<file path="src/rtl/cpu_pipe_q.sv">
// rtl/cpu_pipe_q.sv - multicycle 16-bit ISA CPU with instruction queue and parametrised datapath
`timescale 1ns/1ps
module cpu_pipe_q #(
    parameter int DATA_W   = 16,
    parameter int IQ_DEPTH = 4
) (
    input  logic                             clk,
    input  logic                             rst_n,
    input  logic                             instr_valid,
    output logic                             instr_ready,
    input  logic [15:0]                      instr,
    output logic                             waiting,
    output logic [DATA_W-1:0]                out,
    output logic                             N,
    output logic                             V,
    output logic                             Z,
    output logic                             illegal,
    output logic [$clog2(IQ_DEPTH+1)-1:0]    iq_count
);
    localparam int CW = $clog2(IQ_DEPTH + 1);
    localparam int PW = $clog2(IQ_DEPTH);

    typedef enum logic [2:0] {
        S_WAIT, S_DECODE, S_GET_A, S_GET_B, S_EXEC, S_WRITE
    } state_t;

    state_t            state_q, state_d;
    logic [15:0]       iq_mem_q [IQ_DEPTH];
    logic [PW-1:0]     rd_ptr_q, wr_ptr_q;
    logic [CW-1:0]     count_q, count_d;
    logic              ready_q;
    logic              push, pop;

    logic [15:0]       ir_q;
    logic [DATA_W-1:0] regs_q [8];
    logic [DATA_W-1:0] a_q, b_q, c_q;
    logic              n_q, v_q, z_q;

    function automatic logic [PW-1:0] ptr_inc(input logic [PW-1:0] p);
        return (p == PW'(IQ_DEPTH - 1)) ? '0 : p + PW'(1);
    endfunction

    // ready is a register, so a pop never frees a slot for a push in the same cycle
    assign push = instr_valid && ready_q;
    assign pop  = (state_q == S_WAIT) && (count_q != '0);

    always_comb begin
        count_d = count_q;
        if (push && !pop) begin
            count_d = count_q + CW'(1);
        end else if (pop && !push) begin
            count_d = count_q - CW'(1);
        end
    end

    always_ff @(posedge clk or negedge rst_n) begin
        if (!rst_n) begin
            count_q  <= '0;
            ready_q  <= 1'b1;
            rd_ptr_q <= '0;
            wr_ptr_q <= '0;
        end else begin
            count_q <= count_d;
            ready_q <= (count_d != CW'(IQ_DEPTH));
            if (push) wr_ptr_q <= ptr_inc(wr_ptr_q);
            if (pop)  rd_ptr_q <= ptr_inc(rd_ptr_q);
        end
    end

    always_ff @(posedge clk) begin
        if (push) iq_mem_q[wr_ptr_q] <= instr;
    end

    logic [2:0]        op, rn, rd, rm;
    logic [1:0]        sub, sh;
    logic [DATA_W-1:0] sximm8, b_sh, diff;
    logic              is_movi, is_movr, is_add, is_cmp, is_and, is_mvn;

    assign op      = ir_q[15:13];
    assign sub     = ir_q[12:11];
    assign rn      = ir_q[10:8];
    assign rd      = ir_q[7:5];
    assign sh      = ir_q[4:3];
    assign rm      = ir_q[2:0];
    assign sximm8  = {{(DATA_W-8){ir_q[7]}}, ir_q[7:0]};
    assign is_movi = (op == 3'b110) && (sub == 2'b10);
    assign is_movr = (op == 3'b110) && (sub == 2'b00);
    assign is_add  = (op == 3'b101) && (sub == 2'b00);
    assign is_cmp  = (op == 3'b101) && (sub == 2'b01);
    assign is_and  = (op == 3'b101) && (sub == 2'b10);
    assign is_mvn  = (op == 3'b101) && (sub == 2'b11);

    always_comb begin
        b_sh = b_q;
        case (sh)
            2'b01:   b_sh = {b_q[DATA_W-2:0], 1'b0};
            2'b10:   b_sh = {1'b0, b_q[DATA_W-1:1]};
            2'b11:   b_sh = {b_q[DATA_W-1], b_q[DATA_W-1:1]};
            default: b_sh = b_q;
        endcase
    end

    assign diff = a_q - b_sh;

    always_comb begin
        state_d = state_q;
        illegal = 1'b0;
        case (state_q)
            S_WAIT:   if (pop) state_d = S_DECODE;
            S_DECODE: begin
                if (is_movi) begin
                    state_d = S_WRITE;
                end else if (is_movr || is_mvn) begin
                    state_d = S_GET_B;
                end else if (is_add || is_cmp || is_and) begin
                    state_d = S_GET_A;
                end else begin
                    state_d = S_WAIT;
                    illegal = 1'b1;
                end
            end
            S_GET_A:  state_d = S_GET_B;
            S_GET_B:  state_d = S_EXEC;
            S_EXEC:   state_d = is_cmp ? S_WAIT : S_WRITE;
            S_WRITE:  state_d = S_WAIT;
            default:  state_d = S_WAIT;
        endcase
    end

    always_ff @(posedge clk or negedge rst_n) begin
        if (!rst_n) begin
            state_q <= S_WAIT;
        end else begin
            state_q <= state_d;
        end
    end

    always_ff @(posedge clk or negedge rst_n) begin
        if (!rst_n) begin
            ir_q <= '0;
            a_q  <= '0;
            b_q  <= '0;
            c_q  <= '0;
            n_q  <= 1'b0;
            v_q  <= 1'b0;
            z_q  <= 1'b0;
            for (int i = 0; i < 8; i++) regs_q[i] <= '0;
        end else begin
            if (pop) ir_q <= iq_mem_q[rd_ptr_q];
            case (state_q)
                S_GET_A: a_q <= regs_q[rn];
                S_GET_B: b_q <= regs_q[rm];
                S_EXEC: begin
                    if (is_cmp) begin
                        n_q <= diff[DATA_W-1];
                        z_q <= (diff == '0);
                        // overflow when operand signs differ and the result sign leaves A's
                        v_q <= (a_q[DATA_W-1] != b_sh[DATA_W-1]) &&
                               (diff[DATA_W-1] != a_q[DATA_W-1]);
                    end else if (is_add) begin
                        c_q <= a_q + b_sh;
                    end else if (is_and) begin
                        c_q <= a_q & b_sh;
                    end else if (is_mvn) begin
                        c_q <= ~b_sh;
                    end else begin
                        c_q <= b_sh;
                    end
                end
                S_WRITE: begin
                    if (is_movi) begin
                        regs_q[rn] <= sximm8;
                    end else begin
                        regs_q[rd] <= c_q;
                    end
                end
                default: ;
            endcase
        end
    end

    assign instr_ready = ready_q;
    assign iq_count    = count_q;
    assign waiting     = (state_q == S_WAIT);
    assign out         = c_q;
    assign N           = n_q;
    assign V           = v_q;
    assign Z           = z_q;
endmodule

</file>
<file path="config.mk">
export PLATFORM = sky130hd
export DESIGN_NAME = cpu_pipe_q
export DESIGN_NICKNAME = d
export VERILOG_FILES = /design/src/rtl/cpu_pipe_q.sv
export SDC_FILE = /design/constraint.sdc
export NUM_CORES = 1
export LEC_CHECK = 0
export CAP_MARGIN = 20
export CORE_MARGIN = 1
export CORE_UTILIZATION = 55
export CTS_BUF_LIST = sky130_fd_sc_hd__clkbuf_8
export CTS_CLUSTER_SIZE = 8
export DETAILED_ROUTE_END_ITERATION = 8
export PLACE_DENSITY_LB_ADDON = 0.3
export SKIP_CTS_REPAIR_TIMING = 1
export SLEW_MARGIN = 25
export SYNTH_ARGS = -nofsm -noshare
export SYNTH_HDL_FRONTEND = slang
export SYNTH_SLANG_ARGS = --single-unit
</file>
<file path="constraint.sdc">
create_clock -name clk -period 4.6 [get_ports clk]
set_clock_uncertainty 0.15 [all_clocks]
set_input_delay 1.15 -clock clk [delete_from_list [all_inputs] [get_ports clk]]
set_output_delay 1.15 -clock clk [all_outputs]
set_load 0.01 [all_outputs]
</file>
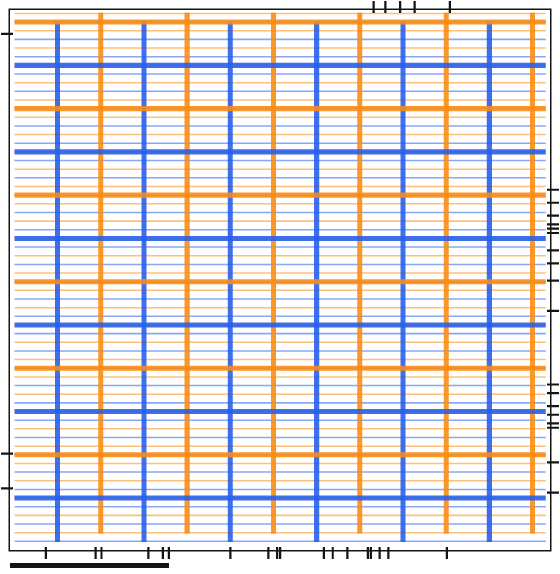
Fig. 1. Supply network (run 1).
Scale bar: 50 um. Pins as bars on the die edge.
VSS: in blue. VDD: in orange.
12 straps on met5. 12 straps on met4. 44 signal pins sit on the boundary.

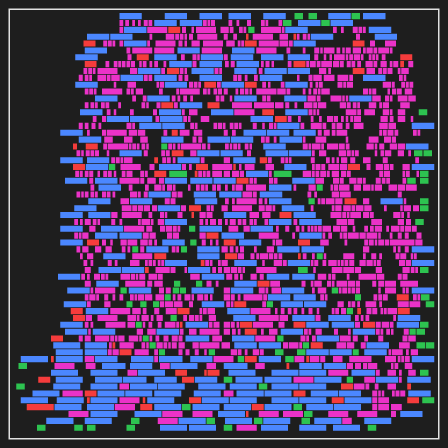
Fig. 2. Placement by cell class (run 1).
other buffers and delay cells: in green, cells 81, share of their area 4.5%. combinational and other logic: in magenta, cells 1133, share of their area 47%. flops: in blue, cells 270, share of their area 42%. clock drivers and dummy loads: in red, cells 84, share of their area 5.7%.
sequential fraction of total cell area: 41.3%
placeable core area: 27700 um^2
Non-Filler Cell Area, Final: 17200 um^2
Final Util: 62.0%
row count: 61

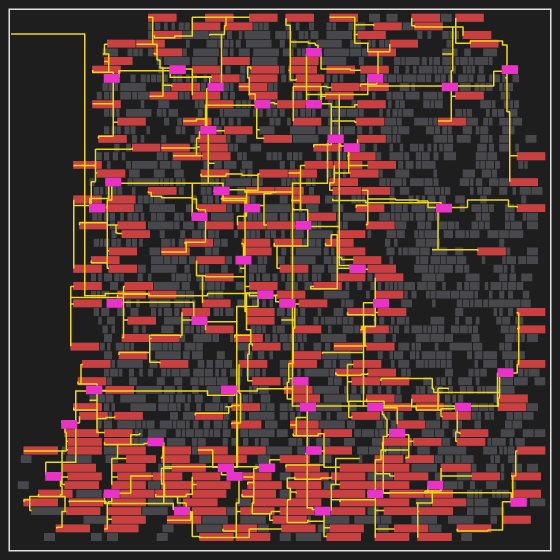
Fig. 3. Routed clock nets over the placement (run 1).
clock drivers: in magenta, count 47. flip-flops: in red, count 270. clock wires: in yellow, length 3630 um.
There are 48 routed clock nets.
clock network power share: 19.2%
clock network power: 2.21 mW
later-pin clock latency in the skew report: 580 ps

==> results.txt, run 1 <==
Update from the flow run.

The average wire length per cell after detail routing is 23.3 um. Per the detail_route log, the uppermost layer with routed signals is met4. Per the gpl log, the routability congestion estimate is 0.934.

For reference, the post-synthesis area per instance comes to 10.1 um^2. The most frequently placed logic cell in the final layout is sky130_fd_sc_hd__nand2_1. Looking at the critical path, the highest net fanout was 18. Counting every net in the synthesized netlist gives 1595. The total leakage power is 6.77 nW. Recorded from the global router log, the overflow total was 0.

By instance count after routing, the leading logic cell types are sky130_fd_sc_hd__nand2_1 (204), sky130_fd_sc_hd__dfrtp_1 (199), sky130_fd_sc_hd__o21ai_0 (190). The internal power component is 6.50 mW. STA classifies the critical path startpoint as a register. The first global-routing pass estimated 71.2 mm of wire. Dividing the detail-routed via count by the number of cells gives 6.54. The main area contributors are sky130_fd_sc_hd__dfrtp_1 (33%), sky130_fd_sc_hd__edfxtp_1 (12%), sky130_fd_sc_hd__mux4_2 (8.7%). The stage logs contain a warning count of 49.

The post-layout minimum cycle time is 4070 ps. The run finished with clean final reports. STA classifies the critical path endpoint as a register. The top register by number of flip-flops is regs_q.

The floorplan step set the die width to 170 um. Logged for this run, the post-placement worst setup slack is 600 ps. In the final layout, the share of cells above drive strength 1 is 14.7%. STA puts the critical path data arrival time at 4380 ps. After routing, the total negative slack on setup checks comes to 0 ps.

The number of top-level pins is 44. The number of buffers inserted during clock tree synthesis is 47.
run 1: area by class of cell:
cell class / instances / area, um^2 / area share, %
clock buffers: 59 / 812 / 4.73
repair buffers: 81 / 748 / 4.36
inverters: 40 / 150 / 0.874
well taps: 378 / 473 / 2.75
clock inverters: 25 / 138 / 0.801
multi-input cells: 1093 / 7770 / 45.2
flip-flops and latches: 270 / 7090 / 41.3
run 1: logic make-up (layout without fill, tap and decap cells):
kind of cell             count (synthesis)  after routing  synth area share [%]
XOR/XNOR                                18             18                  1.02
multiplexers                           137            137                  14.0
AND/OR/NAND/NOR                        382            382                  11.6
buffers and inverters                  171            205                  4.43
adder cells (fa/ha/maj)                 44             44                  3.62
flip-flops                             270            270                  45.8
AND-OR/OR-AND                          512            512                  19.6
==> run 2, diff against run 1 <==
HOLD_SLACK_MARGIN = 0.03   (was default)
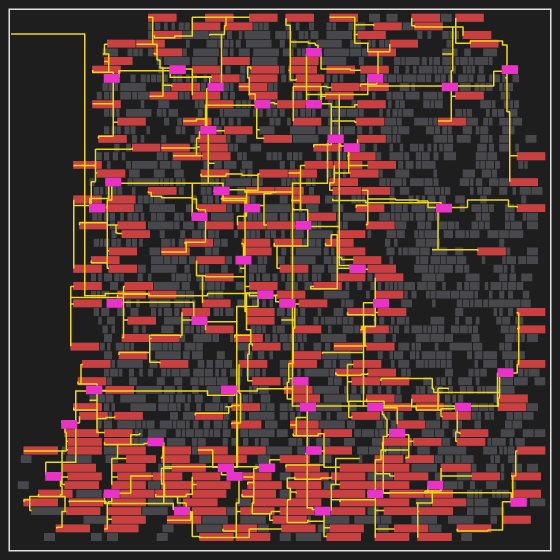
Fig. 4. Routed clock nets over the placement (run 2).
clock wires: in yellow, length 3630 um. clock drivers: in magenta, count 47. flip-flops: in red, count 270.
There are 48 routed clock nets.

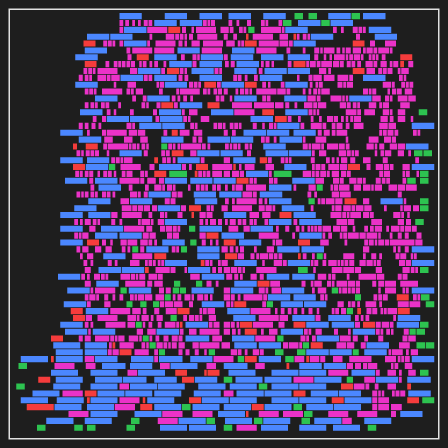
Fig. 5. Placement by cell class (run 2).

==> results.txt, run 2 <==
Update from the flow run.

Sorting the synthesized cells by area gives the leading types as sky130_fd_sc_hd__dfrtp_1 (33%), sky130_fd_sc_hd__edfxtp_1 (12%), sky130_fd_sc_hd__mux4_2 (8.7%). The largest fanout on the critical path is 18 (unchanged). The final instance area is 17200 um^2 (unchanged).

The worst endpoint data arrival time came to 4380 ps (about the same). The clock group total power was 2.21 mW (about the same). The area fraction in full adders, half adders and majority gates is 3.62% (unchanged).

Per the cell usage report, the commonest logic cells after layout are sky130_fd_sc_hd__nand2_1 (204), sky130_fd_sc_hd__dfrtp_1 (199), sky130_fd_sc_hd__o21ai_0 (190). The compound-cell area share of the yosys netlist came to 19.6% (unchanged). The post-layout minimum cycle time is 4070 ps (unchanged). The total leakage power was 6.77 nW (unchanged).

The placer's final routability congestion estimate is 0.934 (unchanged). The post-route setup TNS is 0 ps (unchanged). The wire length of the first global-routing pass is 71.2 mm (unchanged). The synthesized net count was 1595 (unchanged). The post-route core utilization was 62.0% (unchanged).

The insertion delay of the later-clocked pin in the worst-skew pair is 580 ps (about the same). The run finished with clean final reports. The highest signal layer in the routed design is met4. The average wire length per cell after detail routing is 23.3 um (unchanged). The XOR/XNOR share of the synthesized area is 1.02% (unchanged).

The number of placement rows is 61 (unchanged).
## run 2: cell counts after synthesis
No cell type changed its count.
## run 2: logic make-up (layout without fill, tap and decap cells)
kind of cell | Yosys count | after routing
flip-flops | 270 | 270
multiplexers | 137 | 137
AND-OR/OR-AND | 512 | 512
adder cells (fa/ha/maj) | 44 | 44
buffers and inverters | 171 | 205
XOR/XNOR | 18 | 18
AND/OR/NAND/NOR | 382 | 382
## run 2: layout make-up
class | instances | area [um^2]
sequential | 270 | 7090
fill | 2226 | 10500
multi-input combinational | 1093 | 7770
timing repair buffer | 81 | 748
inverter | 40 | 150
tap | 378 | 473
clock inverter | 25 | 138
clock buffer | 59 | 812
Power figures rest on the tool's default switching activity, not on a simulated workload.
